[src/rtl/max7219_frame_receiver_pkg.sv]
// +-------------------------------------------------------------------------+
// | max7219_frame_receiver_pkg                                              |
// | Shared address map, word size and FSM encoding for the MAX7219 receiver |
// | Revision: 1.0                                                           |
// +-------------------------------------------------------------------------+
`default_nettype none

package max7219_frame_receiver_pkg;

  localparam int WORD_BITS = 16;
  localparam int CNT_W     = 5;

  localparam logic [3:0] ADDR_NOOP    = 4'h0;
  localparam logic [3:0] ADDR_DIG1    = 4'h1;
  localparam logic [3:0] ADDR_DIG2    = 4'h2;
  localparam logic [3:0] ADDR_DIG3    = 4'h3;
  localparam logic [3:0] ADDR_DIG4    = 4'h4;
  localparam logic [3:0] ADDR_DIG5    = 4'h5;
  localparam logic [3:0] ADDR_DIG6    = 4'h6;
  localparam logic [3:0] ADDR_DIG7    = 4'h7;
  localparam logic [3:0] ADDR_DIG8    = 4'h8;
  localparam logic [3:0] ADDR_DECODE  = 4'h9;
  localparam logic [3:0] ADDR_INTENS  = 4'hA;
  localparam logic [3:0] ADDR_SCANLIM = 4'hB;
  localparam logic [3:0] ADDR_SHDN    = 4'hC;
  localparam logic [3:0] ADDR_TEST    = 4'hF;

  typedef enum logic [1:0] {
    WAIT_IDLE = 2'd0,
    IDLE      = 2'd1,
    SHIFT     = 2'd2,
    COMMIT    = 2'd3
  } rx_state_t;

  function automatic logic is_digit(input logic [3:0] addr);
    return (addr >= ADDR_DIG1) && (addr <= ADDR_DIG8);
  endfunction

endpackage

`default_nettype wire

[src/rtl/max7219_rx_sync.sv]
// +-------------------------------------------------------------------------+
// | max7219_rx_sync                                                         |
// | Multi-flop input synchronizer with rise/fall detection (SYNC_STAGES=2/3)|
// | Revision: 1.0                                                           |
// +-------------------------------------------------------------------------+
`default_nettype none

module max7219_rx_sync #(
  parameter int SYNC_STAGES = 2
) (
  input  logic clk,
  input  logic rst_n,
  input  logic i_async,
  output logic o_level,
  output logic o_rise,
  output logic o_fall
);

  logic [SYNC_STAGES-1:0] r_sync;
  logic                   r_prev;

  always_ff @(posedge clk or negedge rst_n) begin
    if (!rst_n) begin
      r_sync <= '0;
      r_prev <= 1'b0;
    end else begin
      r_sync <= {r_sync[SYNC_STAGES-2:0], i_async};
      r_prev <= r_sync[SYNC_STAGES-1];
    end
  end

  // Edges come from flopped signals only, so they are glitch-free single-cycle pulses.
  assign o_level = r_sync[SYNC_STAGES-1];
  assign o_rise  = r_sync[SYNC_STAGES-1] & ~r_prev;
  assign o_fall  = ~r_sync[SYNC_STAGES-1] & r_prev;

endmodule

`default_nettype wire

[src/rtl/max7219_frame_receiver.sv]
// +-------------------------------------------------------------------------+
// | max7219_frame_receiver                                                  |
// | Decodes the MAX7219 DIN/NCS/CLK link into a shadow register file.       |
// | Optional: define MAX7219_FRAME_RECEIVER_VIEW_EN for RX_VIEW0..7 outputs.|
// | Revision: 1.0                                                           |
// +-------------------------------------------------------------------------+
`default_nettype none

module max7219_frame_receiver
  import max7219_frame_receiver_pkg::*;
#(
  parameter int SYNC_STAGES = 2,
  parameter int ERR_W       = 8
) (
  input  logic             RX_CLOCK_50,
  input  logic             RX_RESET_InLow,
  input  logic             RX_DIN,
  input  logic             RX_NCS,
  input  logic             RX_SCLK,
  output logic [7:0]       RX_ROW0,
  output logic [7:0]       RX_ROW1,
  output logic [7:0]       RX_ROW2,
  output logic [7:0]       RX_ROW3,
  output logic [7:0]       RX_ROW4,
  output logic [7:0]       RX_ROW5,
  output logic [7:0]       RX_ROW6,
  output logic [7:0]       RX_ROW7,
  output logic [7:0]       RX_DECODE,
  output logic [3:0]       RX_INTENSITY,
  output logic [2:0]       RX_SCANLIMIT,
  output logic             RX_SHUTDOWN,
  output logic             RX_TEST,
  output logic             RX_WORD_VALID,
  output logic [15:0]      RX_WORD,
  output logic             RX_FRAME_DONE,
  output logic [ERR_W-1:0] RX_ERR_CNT
`ifdef MAX7219_FRAME_RECEIVER_VIEW_EN
  ,
  output logic [7:0]       RX_VIEW0,
  output logic [7:0]       RX_VIEW1,
  output logic [7:0]       RX_VIEW2,
  output logic [7:0]       RX_VIEW3,
  output logic [7:0]       RX_VIEW4,
  output logic [7:0]       RX_VIEW5,
  output logic [7:0]       RX_VIEW6,
  output logic [7:0]       RX_VIEW7
`endif
);

  logic w_din_level;
  logic w_ncs_level, w_ncs_rise, w_ncs_fall;
  logic w_sclk_level, w_sclk_rise, w_sclk_fall;

  max7219_rx_sync #(.SYNC_STAGES(SYNC_STAGES)) u_sync_din (
    .clk     (RX_CLOCK_50),
    .rst_n   (RX_RESET_InLow),
    .i_async (RX_DIN),
    .o_level (w_din_level),
    .o_rise  (),
    .o_fall  ()
  );

  max7219_rx_sync #(.SYNC_STAGES(SYNC_STAGES)) u_sync_ncs (
    .clk     (RX_CLOCK_50),
    .rst_n   (RX_RESET_InLow),
    .i_async (RX_NCS),
    .o_level (w_ncs_level),
    .o_rise  (w_ncs_rise),
    .o_fall  (w_ncs_fall)
  );

  max7219_rx_sync #(.SYNC_STAGES(SYNC_STAGES)) u_sync_sclk (
    .clk     (RX_CLOCK_50),
    .rst_n   (RX_RESET_InLow),
    .i_async (RX_SCLK),
    .o_level (w_sclk_level),
    .o_rise  (w_sclk_rise),
    .o_fall  (w_sclk_fall)
  );

  rx_state_t              r_state;
  logic [WORD_BITS-1:0]   r_shreg;
  logic [CNT_W-1:0]       r_cnt;
  logic [7:0]             r_row [8];
  logic [7:0]             r_decode;
  logic [3:0]             r_intens;
  logic [2:0]             r_scanlim;
  logic                   r_shdn;
  logic                   r_test;
  logic                   r_word_valid;
  logic [WORD_BITS-1:0]   r_word;
  logic                   r_frame_done;
  logic [ERR_W-1:0]       r_err_cnt;

  logic [CNT_W-1:0]       w_cnt_inc;
  logic [CNT_W-1:0]       w_cnt_next;
  logic [3:0]             w_addr;
  logic [7:0]             w_data;

  assign w_cnt_inc  = (r_cnt == {CNT_W{1'b1}}) ? r_cnt : r_cnt + 1'b1;
  // A coincident SCLK rise counts toward the length checked at the NCS rise.
  assign w_cnt_next = w_sclk_rise ? w_cnt_inc : r_cnt;
  assign w_addr     = r_shreg[11:8];
  assign w_data     = r_shreg[7:0];

  always_ff @(posedge RX_CLOCK_50 or negedge RX_RESET_InLow) begin
    if (!RX_RESET_InLow) begin
      r_state      <= WAIT_IDLE;
      r_shreg      <= '0;
      r_cnt        <= '0;
      for (int k = 0; k < 8; k++) r_row[k] <= '0;
      r_decode     <= '0;
      r_intens     <= '0;
      r_scanlim    <= '0;
      r_shdn       <= 1'b1;
      r_test       <= 1'b0;
      r_word_valid <= 1'b0;
      r_word       <= '0;
      r_frame_done <= 1'b0;
      r_err_cnt    <= '0;
    end else begin
      r_word_valid <= 1'b0;
      r_frame_done <= 1'b0;
      case (r_state)
        WAIT_IDLE: begin
          if (w_ncs_level) r_state <= IDLE;
        end
        IDLE: begin
          if (w_ncs_fall) begin
            r_cnt   <= '0;
            r_state <= SHIFT;
          end
        end
        SHIFT: begin
          if (w_sclk_rise) begin
            r_shreg <= {r_shreg[WORD_BITS-2:0], w_din_level};
            r_cnt   <= w_cnt_inc;
          end
          if (w_ncs_rise) begin
            if (w_cnt_next >= CNT_W'(WORD_BITS)) begin
              r_state <= COMMIT;
            end else begin
              if (r_err_cnt != {ERR_W{1'b1}}) r_err_cnt <= r_err_cnt + 1'b1;
              r_state <= IDLE;
            end
          end
        end
        COMMIT: begin
          case (w_addr)
            ADDR_NOOP:    ;
            ADDR_DECODE:  r_decode  <= w_data;
            ADDR_INTENS:  r_intens  <= w_data[3:0];
            ADDR_SCANLIM: r_scanlim <= w_data[2:0];
            ADDR_SHDN:    r_shdn    <= ~w_data[0];
            ADDR_TEST:    r_test    <= w_data[0];
            default: begin
              if (is_digit(w_addr)) r_row[3'(w_addr - 4'd1)] <= w_data;
            end
          endcase
          r_word       <= r_shreg;
          r_word_valid <= 1'b1;
          r_frame_done <= (w_addr == ADDR_DIG8);
          r_state      <= IDLE;
        end
        default: r_state <= WAIT_IDLE;
      endcase
    end
  end

  assign RX_ROW0       = r_row[0];
  assign RX_ROW1       = r_row[1];
  assign RX_ROW2       = r_row[2];
  assign RX_ROW3       = r_row[3];
  assign RX_ROW4       = r_row[4];
  assign RX_ROW5       = r_row[5];
  assign RX_ROW6       = r_row[6];
  assign RX_ROW7       = r_row[7];
  assign RX_DECODE     = r_decode;
  assign RX_INTENSITY  = r_intens;
  assign RX_SCANLIMIT  = r_scanlim;
  assign RX_SHUTDOWN   = r_shdn;
  assign RX_TEST       = r_test;
  assign RX_WORD_VALID = r_word_valid;
  assign RX_WORD       = r_word;
  assign RX_FRAME_DONE = r_frame_done;
  assign RX_ERR_CNT    = r_err_cnt;

`ifdef MAX7219_FRAME_RECEIVER_VIEW_EN
  logic [7:0] r_view [8];

  // Display test overrides shutdown, which overrides the scan limit.
  always_ff @(posedge RX_CLOCK_50 or negedge RX_RESET_InLow) begin
    if (!RX_RESET_InLow) begin
      for (int k = 0; k < 8; k++) r_view[k] <= '0;
    end else begin
      for (int k = 0; k < 8; k++) begin
        if (r_test)                    r_view[k] <= 8'hFF;
        else if (r_shdn)               r_view[k] <= 8'h00;
        else if (3'(k) > r_scanlim)    r_view[k] <= 8'h00;
        else                           r_view[k] <= r_row[k];
      end
    end
  end

  assign RX_VIEW0 = r_view[0];
  assign RX_VIEW1 = r_view[1];
  assign RX_VIEW2 = r_view[2];
  assign RX_VIEW3 = r_view[3];
  assign RX_VIEW4 = r_view[4];
  assign RX_VIEW5 = r_view[5];
  assign RX_VIEW6 = r_view[6];
  assign RX_VIEW7 = r_view[7];
`endif

endmodule

`default_nettype wire

[config.mk]
export PLATFORM = sky130hd
export DESIGN_NAME = max7219_frame_receiver
export DESIGN_NICKNAME = d
export VERILOG_FILES = /design/src/rtl/max7219_frame_receiver_pkg.sv /design/src/rtl/max7219_rx_sync.sv /design/src/rtl/max7219_frame_receiver.sv
export SDC_FILE = /design/constraint.sdc
export NUM_CORES = 1
export LEC_CHECK = 0
export CORE_MARGIN = 5
export CORE_UTILIZATION = 46
export DETAILED_ROUTE_END_ITERATION = 10
export PLACE_DENSITY = 0.8
export SYNTH_ARGS = -nofsm -noshare
export SYNTH_HDL_FRONTEND = slang
export SYNTH_HIERARCHICAL = 1
export SYNTH_SLANG_ARGS = --single-unit
[constraint.sdc]
create_clock -name RX_CLOCK_50 -period 2.2 [get_ports RX_CLOCK_50]
set_input_delay 0.22 -clock RX_CLOCK_50 [delete_from_list [all_inputs] [get_ports RX_CLOCK_50]]
set_output_delay 0.22 -clock RX_CLOCK_50 [all_outputs]
set_load 0.01 [all_outputs]
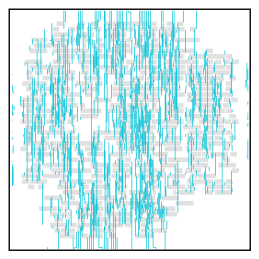
(run_1/layer_met2.png)
(2 px per um) Cells faint in the background.
longest straight run: 43.7 um
share of all routed wire: 49%
nets with wire on the layer: 481
main direction: vertical
routed vias: 3483
Total Wirelength: 12.8 mm
met2 track demand over resource: 30.4%

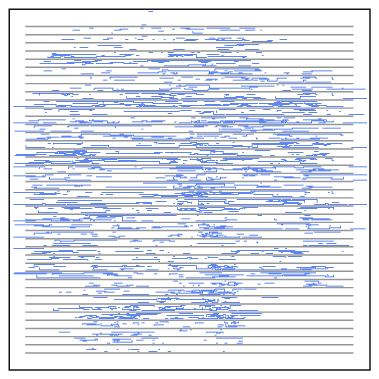
(run_1/layer_met1.png)
(3 px per um) Supply wires on this layer in gray.
share of all routed wire: 43%
longest straight run: 34.5 um
main direction: horizontal
nets with wire on the layer: 454
routing usage on met1: 23.2%

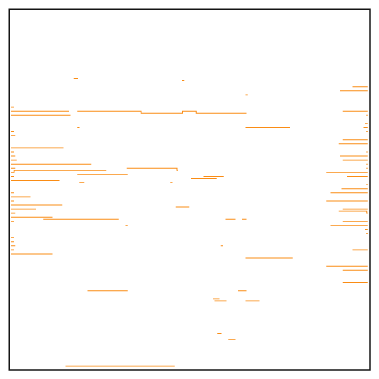
(run_1/layer_met3.png)
(3 px per um)
wire length on this layer: 630 um
longest straight run: 36.1 um
nets with wire on the layer: 68
main direction: horizontal
share of all routed wire: 4.9%
global routing usage on met3: 5.14%

==> reports/qor.log, run 1 <==
qor: final_timing.fin_worst_skew 0.00550 ns
qor: logic_synthesis.synth_area_per_inst 14.9 um2
qor: die.ioPinCount 112
qor: worst_hold_path.min_delay_worst_endpoint u_sync_sclk/r_sync[0]
qor: place.place_inst 622
qor: global_routing.grt_start_max_net_pins 52
qor: logic_synthesis.synthesis.instances 372
qor: global_routing.first_global_vias 3791
qor: cells_and_area.layout.cell_area.non_filler 0.00759 mm2
qor: place.place_congestion 0.784
qor: setup_path.path_max_fanout 8
qor: clock_tree.cts_htree_levels 4
qor: logic_synthesis.synth-warning-count 6
qor: final_timing.totalNegativeSetupSlack 0 ns
qor: pwr.swShare 23.4%
qor: pwr.power.density_cell_area 853 mW/mm2
qor: clock_tree.insertion_delay 0.41 ns
qor: detailed_routing.detail_route.vias_per_cell 5.31
qor: pwr.sw_pwr 1510 uW
qor: cells_and_area.filler_cell_count 901
qor: die.floorplan.initialDensity 46.5%
qor: pwr.pg_comb 615 uW
qor: setup_path.rrSetupSlack 0.08 ns
qor: status.run_status complete, no violations
qor: worst_hold_path.min_path_type in -> reg
qor: job.openroad.warnings 33
qor: pwr.internal-power 4960 uW
qor: die.core.rowCount 40
qor: pwr.top_power_group the clock network
qor: worst_hold_path.min_path_cells 1
-- run 1: metal layers --
| metal | track usage, % | share of wire, % |
|---|---|---|
| met3 | 5.14 | 4.9 |
| met5 | 0 | 0 |
| met1 | 23.2 | 43 |
| met4 | 7.80 | 2.5 |
| met2 | 30.4 | 49 |
-- run 1: worst max path at each step --
stage	from	cells past startpoint	slack, ns	end
finish	r_shreg[8]	8	0.08	RX_ROW6[1]
global route	r_shreg[8]	7	-0.02	RX_ROW5[6]
CTS	r_shreg[9]	7	0.03	RX_ROW5[5]
detailed placement	r_shreg[9]	6	0.07	RX_ROW4[6]
global placement	r_shreg[9]	6	0.16	RX_ROW4[2]
floorplan	r_shreg[8]	8	0.09	RX_ROW5[0]
-- run 1: final cells by class --
| cell class | instances | area [um2] | area share (%) |
|---|---|---|---|
| multi-input combinational | 205 | 2050 | 27.0 |
| clock buffer | 23 | 488 | 6.43 |
| inverter | 10 | 37.5 | 0.495 |
| clock inverter | 8 | 140 | 1.85 |
| sequential | 138 | 3460 | 45.6 |
| timing repair buffer | 125 | 1240 | 16.3 |
| tap | 147 | 184 | 2.42 |
-- run 1: critical path, stage by stage (launching register included) --
cell and delay, ns:
sky130_fd_sc_hd__dfrtp_2 0.44, sky130_fd_sc_hd__buf_6 0.14, sky130_fd_sc_hd__ha_4 0.16, sky130_fd_sc_hd__nor4b_4 0.26, sky130_fd_sc_hd__a2bb2oi_4 0.12, sky130_fd_sc_hd__buf_4 0.16, sky130_fd_sc_hd__nor3_4 0.15, sky130_fd_sc_hd__buf_4 0.21
sky130_fd_sc_hd__mux2_2 0.35
-- run 1: cells in the final DEF, fill, tap and decap left out, types with 7 or more instances in the layout --
cell	n
sky130_fd_sc_hd__inv_1	8
sky130_fd_sc_hd__buf_4	11
sky130_fd_sc_hd__nand2_1	12
sky130_fd_sc_hd__clkbuf_16	17
sky130_fd_sc_hd__ha_1	7
sky130_fd_sc_hd__nor2_1	8
sky130_fd_sc_hd__dfrtp_1	135
sky130_fd_sc_hd__mux2_2	107
sky130_fd_sc_hd__clkdlybuf4s50_1	110
sky130_fd_sc_hd__o21ai_0	8
-- run 1: registers in the layout (all words and copies together) (netlist names), 2 cells and up --
register            flops
RX_WORD                16
r_shreg                16
RX_DECODE               8
RX_ERR_CNT              8
RX_ROW0                 8
RX_ROW1                 8
RX_ROW2                 8
RX_ROW3                 8
RX_ROW4                 8
RX_ROW5                 8
RX_ROW6                 8
RX_ROW7                 8
r_cnt                   5
RX_INTENSITY            4
RX_SCANLIMIT            3
r_state                 2
u_sync_din/r_sync       2
u_sync_ncs/r_sync       2
u_sync_sclk/r_sync      2
-- run 1: metrics by stage --
stage,hold WS [ns],total power (uW),setup slack (ns)
global placement,0.187,3490,0.156
global route,0.244,6730,-0.0226
finish,0.258,6480,0.0814
floorplan,-0.0756,3180,0.0934
detailed placement,0.194,3520,0.0684
CTS,0.242,6540,0.0334
-- run 1: what timing repair did --
action / 4_1_cts / 5_1_grt
hold endpoints to repair: 48 / 0
hold buffers: 1 / 0
setup endpoints to repair: 0 / 16
resized: 0 / 17
setup buffers: 0 / 2
==> run_1/placement.png <==
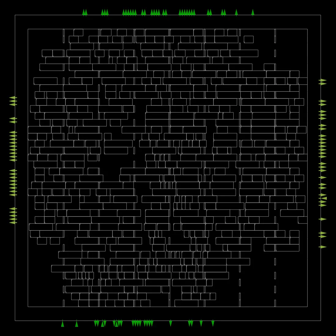

==> run 1 -> run 2 <==
Settings changed: CELL_PAD_IN_SITES_DETAIL_PLACEMENT from default to 1, CELL_PAD_IN_SITES_GLOBAL_PLACEMENT from default to 1, CORE_UTILIZATION 46 to 38, PLACE_DENSITY 0.8 to 0.81, RECOVER_POWER from default to 25.
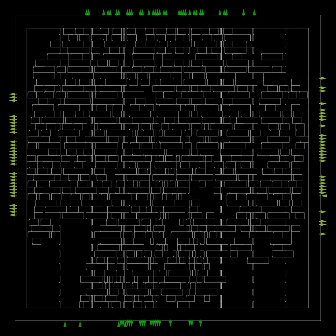
(run_2/placement.png)
Rows: 44
core area: 0.0144 mm2
flop share of the area: 45.4%
flop count: 138
fin util: 52.8%

==> reports/qor.log, run 2 <==
qor: die.die_area 0.0171 mm2 [was 0.0143 mm2]
qor: cells_and_area.layout_top_cell_excl_fill_tap sky130_fd_sc_hd__dfrtp_1 [unchanged]
qor: global_routing.grt.busiest_layer met2 [unchanged]
qor: clock_tree.cts-buffers-inserted 17 [unchanged]
qor: worst_hold_path.min_path_type reg -> reg [was in -> reg]
qor: detailed_routing.detail_route.drc_violations 0 [unchanged]
qor: detailed_routing.post_drt_wl_per_cell 20.1 um [was 19.5 um]
qor: final_timing.finalHoldWorstSlack 0.353 ns [was 0.258 ns]
qor: cells_and_area.insertedDiodeCount 0 [unchanged]
qor: cells_and_area.layout_top_cells sky130_fd_sc_hd__dfrtp_1 (136), sky130_fd_sc_hd__mux2_2 (108), sky130_fd_sc_hd__clkdlybuf4s50_1 (107), sky130_fd_sc_hd__buf_4 (18), sky130_fd_sc_hd__clkbuf_16 (17) [was sky130_fd_sc_hd__dfrtp_1 (135), sky130_fd_sc_hd__clkdlybuf4s50_1 (110), sky130_fd_sc_hd__mux2_2 (107), sky130_fd_sc_hd__clkbuf_16 (17), sky130_fd_sc_hd__nand2_1 (12)]
qor: status.run_status complete, no violations [unchanged]
qor: global_routing.use_met3 4.96% [was 5.14%]
qor: pwr.report.power.total 6350 uW [was 6480 uW]
qor: detailed_routing.routed_vias 3533 [was 3483]
qor: setup_path.path_max_fanout 8 [unchanged]
qor: global_routing.grt_start_max_net_pins 56 [was 52]
qor: die.ioPinCount 112 [unchanged]
qor: global_routing.grt_use_met1 21.4% [was 23.2%]
qor: final_timing.grt_setup_unrepaired yes [unchanged]
qor: die.fp.dieH 131 um [was 120 um]
qor: final_timing.normalized_max_slew_margin 5.58% [was 59.3%]
qor: setup_path.setup.worst_path.class reg -> reg [unchanged]
qor: detailed_routing.detail_route.vias_per_cell 5.05 [was 5.31]
qor: place.place_inst 661 [was 622]
qor: setup_path.rrSetupSlack 0.07 ns [was 0.08 ns]
qor: logic_synthesis.synth_area_per_inst 14.9 um2 [unchanged]
qor: final_timing.final_max_slew_viol_count 0 [unchanged]
qor: global_routing.use_met2 28.1% [was 30.4%]
qor: final_timing.fin_worst_skew 0.00401 ns [was 0.00550 ns]
qor: setup_path.max_stage_delay 0.45 ns [was 0.44 ns]
qor: cells_and_area.fraction_of_final_layout_cells_with_drive_strength_greater_than_1 34.9% [was 34.4%]
qor: setup_path.crit_start r_shreg[9] [was r_shreg[8]]
qor: final_timing.totalNegativeSetupSlack 0 ns [unchanged]
qor: place.place_congestion 0.747 [was 0.784]
qor: detailed_routing.drt-total-wl 14.1 mm [was 12.8 mm]
qor: setup_path.critical_path.reg2reg.startpoint r_shreg[9] [was r_shreg[8]]
qor: global_routing.grt_antenna_before_repair 0 [unchanged]
qor: setup_path.slowest_stage sky130_fd_sc_hd__dfrtp_2 [unchanged]
qor: clock_tree.cts_htree_levels 4 [unchanged]
qor: setup_path.crit_chain inv_1 -> ha_1 -> nor2b_2 -> a2bb2oi_4 -> nor4bb_2 -> buf_4 -> mux2_2 [was buf_6 -> ha_4 -> nor4b_4 -> a2bb2oi_4 -> buf_4 -> nor3_4 -> buf_4 -> mux2_2]
qor: logic_synthesis.synth-warning-count 6 [unchanged]
qor: logic_synthesis.synthesis.instances 372 [unchanged]
qor: die.floorplan.initialDensity 38.4% [was 46.5%]
qor: setup_path.r2r_cells 7 [was 8]
qor: job.openroad.warnings 33 [unchanged]
qor: pwr.power.density_cell_area 834 mW/mm2 [was 853 mW/mm2]
qor: clock_tree.insertion_delay 0.41 ns [about the same]
qor: setup_path.setup.worst_path.end RX_ROW5[6] [was RX_ROW6[1]]
qor: global_routing.first_global_vias 3969 [was 3791]
qor: cells_and_area.filler_cell_count 1415 [was 901]
## run 2: timing repair
| action | 4_1_cts | 5_1_grt |
|---|---|---|
| gates resized | 0 | 10 |
| hold buffers | 1 | 0 |
| endpoints found under the setup margin | 0 | 12 |
| buffers inserted | 0 | 6 |
| endpoints found under the hold margin | 50 | 0 |
## run 2: through the flow
stage	utilization (%)	instance area [um2]	worst slack (ns)
floorplan	-	5540	0.0934
global placement	48.0	6920	0.139
detailed placement	48.0	6920	0.0368
CTS	52.2	7530	0.00580
global route	52.8	7620	-0.0447
finish	52.8	7620	0.0651
## run 2: critical path, delay by kind of cell, from the launching register on
family                   cells  cell delay [ns]
buffers and inverters        2             0.34
adder cells (fa/ha/maj)      1             0.23
multiplexers                 1             0.35
AND-OR/OR-AND                1             0.10
AND/OR/NAND/NOR              2             0.53
flip-flops                   1             0.45
## run 2: worst min path at each step
stage / depth (start not counted) / end / from / slack [ns]
floorplan: 0 / RX_DECODE[0] / RX_RESET_InLow / -0.08
CTS: 1 / u_sync_sclk/r_sync[0] / RX_SCLK / 0.25
global placement: 1 / RX_ERR_CNT[1] / RX_RESET_InLow / 0.21
global route: 0 / u_sync_ncs/r_sync[1] / u_sync_ncs/r_sync[0] / 0.36
finish: 0 / u_sync_ncs/r_sync[1] / u_sync_ncs/r_sync[0] / 0.35
detailed placement: 1 / RX_ERR_CNT[0] / RX_RESET_InLow / 0.22
## run 2: final cells by class
| cell class | count | area (um2) | area share [%] |
|---|---|---|---|
| repair buffers | 131 | 1270 | 16.7 |
| clock inverters | 11 | 145 | 1.91 |
| well taps | 184 | 230 | 3.02 |
| inverters | 10 | 37.5 | 0.493 |
| flip-flops and latches | 138 | 3460 | 45.4 |
| multi-input cells | 205 | 2020 | 26.5 |
| clock buffers | 21 | 460 | 6.04 |
## run 2: metal layers
metal	vias up	routed length (um)
li1	1583	-
met1	1827	5940
met2	98	6970
met3	25	791
met4	0	352
met5	-	0
## run 2: where the power goes
| part | internal, uW | switching (uW) |
|---|---|---|
| Combinational | 298 | 325 |
| Clock | 1840 | 1030 |
| Sequential | 2660 | 202 |
| Total | 4790 | 1560 |
==> run_2/layer_met4.png <==
(3 px per um) Supply wires on this layer in gray.
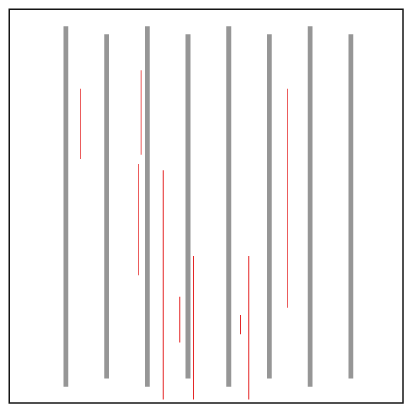

==> run 2 -> run 3 <==
Settings changed: ABC_AREA from default to 1, CORE_UTILIZATION 38 to 35, PLACE_DENSITY 0.81 to 0.8.
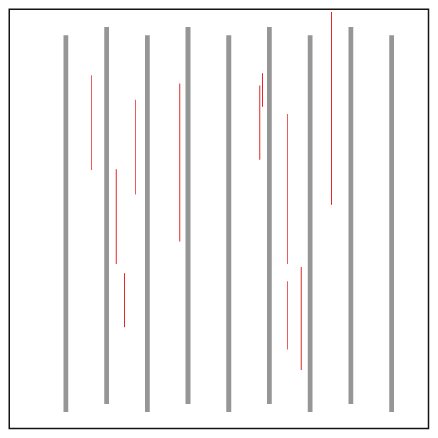
(run_3/layer_met4.png)
(3 px per um) Supply wires on this layer in gray.
share of all routed wire: 2.1%
wire length on this layer: 369 um
Total Wirelength: 17.5 mm
routed vias: 4982

==> reports/qor.log, run 3 <==
qor: worst_hold_path.min_path_cells 0 [unchanged]
qor: status.run_status complete, no violations [unchanged]
qor: cells_and_area.insertedDiodeCount 0 [unchanged]
qor: clock_tree.insertion_delay 0.42 ns [was 0.41 ns]
qor: clock_tree.cts-buffers-inserted 17 [unchanged]
qor: job.openroad.warnings 33 [unchanged]
qor: final_timing.final_max_slew_viol_count 0 [unchanged]
qor: detailed_routing.post_drt_wl_per_cell 17.6 um [was 20.1 um]
qor: logic_synthesis.synth_area_per_inst 9.20 um2 [was 14.9 um2]
qor: detailed_routing.detail_route.drc_violations 0 [unchanged]
qor: die.ioPinCount 112 [unchanged]
qor: worst_hold_path.min_delay_worst_endpoint u_sync_din/r_sync[1] [was u_sync_ncs/r_sync[1]]
qor: place.detailed_place.area 0.00727 mm2 [was 0.00692 mm2]
qor: cells_and_area.fraction_of_final_layout_cells_with_drive_strength_greater_than_1 11.0% [was 34.9%]
qor: setup_path.r2r_cells 9 [was 7]
qor: worst_hold_path.timing.hold.worst.start u_sync_din/r_sync[0] [was u_sync_ncs/r_sync[0]]
qor: setup_path.setup.worst_path.class reg -> reg [unchanged]
qor: cells_and_area.layout_top_cell_excl_fill_tap sky130_fd_sc_hd__nand2_1 [was sky130_fd_sc_hd__dfrtp_1]
qor: cells_and_area.layout.cell_area.non_filler 0.00798 mm2 [was 0.00762 mm2]
qor: global_routing.grt_start_max_net_pins 74 [was 56]
[run 3: cell types whose count changed in the layout (fill, tap and decap cells not counted), sizes merged, moves of 3 or more]
| cell | previous run | this run |
|---|---|---|
| inv | 10 | 37 |
| buf | 19 | 26 |
| nor2 | 8 | 45 |
| nand4 | 6 | 69 |
| nor3 | 3 | 0 |
| nor2b | 3 | 0 |
| a21oi | 3 | 16 |
| mux2 | 110 | 5 |
| nand3 | 8 | 22 |
| o21ai | 8 | 37 |
| nand2 | 13 | 217 |
[run 3: power by group]
group | switching (uW) | leakage, uW | internal (uW)
combinational | 674 | 0.00168 | 489
sequential | 357 | 0.00186 | 2800
clock | 1100 | 0.000305 | 1900
[run 3: layer usage]
| layer | share of wire [%] | track usage (%) |
|---|---|---|
| met1 | 43 | 23.2 |
| met2 | 49 | 31.3 |
| met3 | 5.3 | 5.11 |
| met4 | 2.1 | 6.95 |
| met5 | 0 | 0 |
[run 3: layout make-up]
| type | instances | area [um2] |
|---|---|---|
| Multi-Input combinational cell | 428 | 2110 |
| Fill cell | 1848 | 8490 |
| Timing Repair Buffer | 140 | 1380 |
| Clock buffer | 21 | 480 |
| Clock inverter | 11 | 143 |
| Inverter | 37 | 139 |
| Tap cell | 220 | 275 |
| Sequential cell | 138 | 3450 |
[run 3: critical path: stages, from the launching register on]
cell	delay, ns
sky130_fd_sc_hd__dfrtp_1	0.42
sky130_fd_sc_hd__inv_2	0.19
sky130_fd_sc_hd__ha_1	0.24
sky130_fd_sc_hd__nand2_1	0.13
sky130_fd_sc_hd__nand2_1	0.12
sky130_fd_sc_hd__nand2_1	0.09
sky130_fd_sc_hd__nor2_2	0.34
sky130_fd_sc_hd__nand3_2	0.28
sky130_fd_sc_hd__nand2_1	0.14
sky130_fd_sc_hd__nand2_1	0.05
[run 3: timing repair]
item	4_1_cts	5_1_grt
buffers inserted	0	9
endpoints found under the hold margin	70	0
gates resized	0	5
hold buffers	1	0
setup endpoints to repair	0	62
[run 3: how the worst max path moves through the flow]
stage,startpoint,to
3_3_place_gp,r_shreg[8],RX_ROW3[6]
5_1_grt,r_shreg[8],RX_ROW4[0]
2_1_floorplan,r_shreg[8],RX_ROW7[0]
3_5_place_dp,r_shreg[8],RX_ROW3[7]
6_report,r_shreg[8],RX_ROW3[0]
4_1_cts,r_shreg[8],RX_ROW3[7]
[run 3: metrics by stage]
stage | power (uW) | hold WS (ns) | setup slack (ns) | utilization (%)
4_1_cts | 7410 | 0.217 | 0.00696 | 48.0
2_1_floorplan | 3690 | -0.0756 | 0.342 | -
3_5_place_dp | 4390 | 0.303 | 0.0137 | 44.2
3_3_place_gp | 4300 | 0.288 | 0.174 | 44.2
5_1_grt | 7690 | 0.336 | -0.108 | 48.5
6_report | 7310 | 0.350 | 0.0749 | 48.5
Power figures rest on the tool's default switching activity, not on a simulated workload.
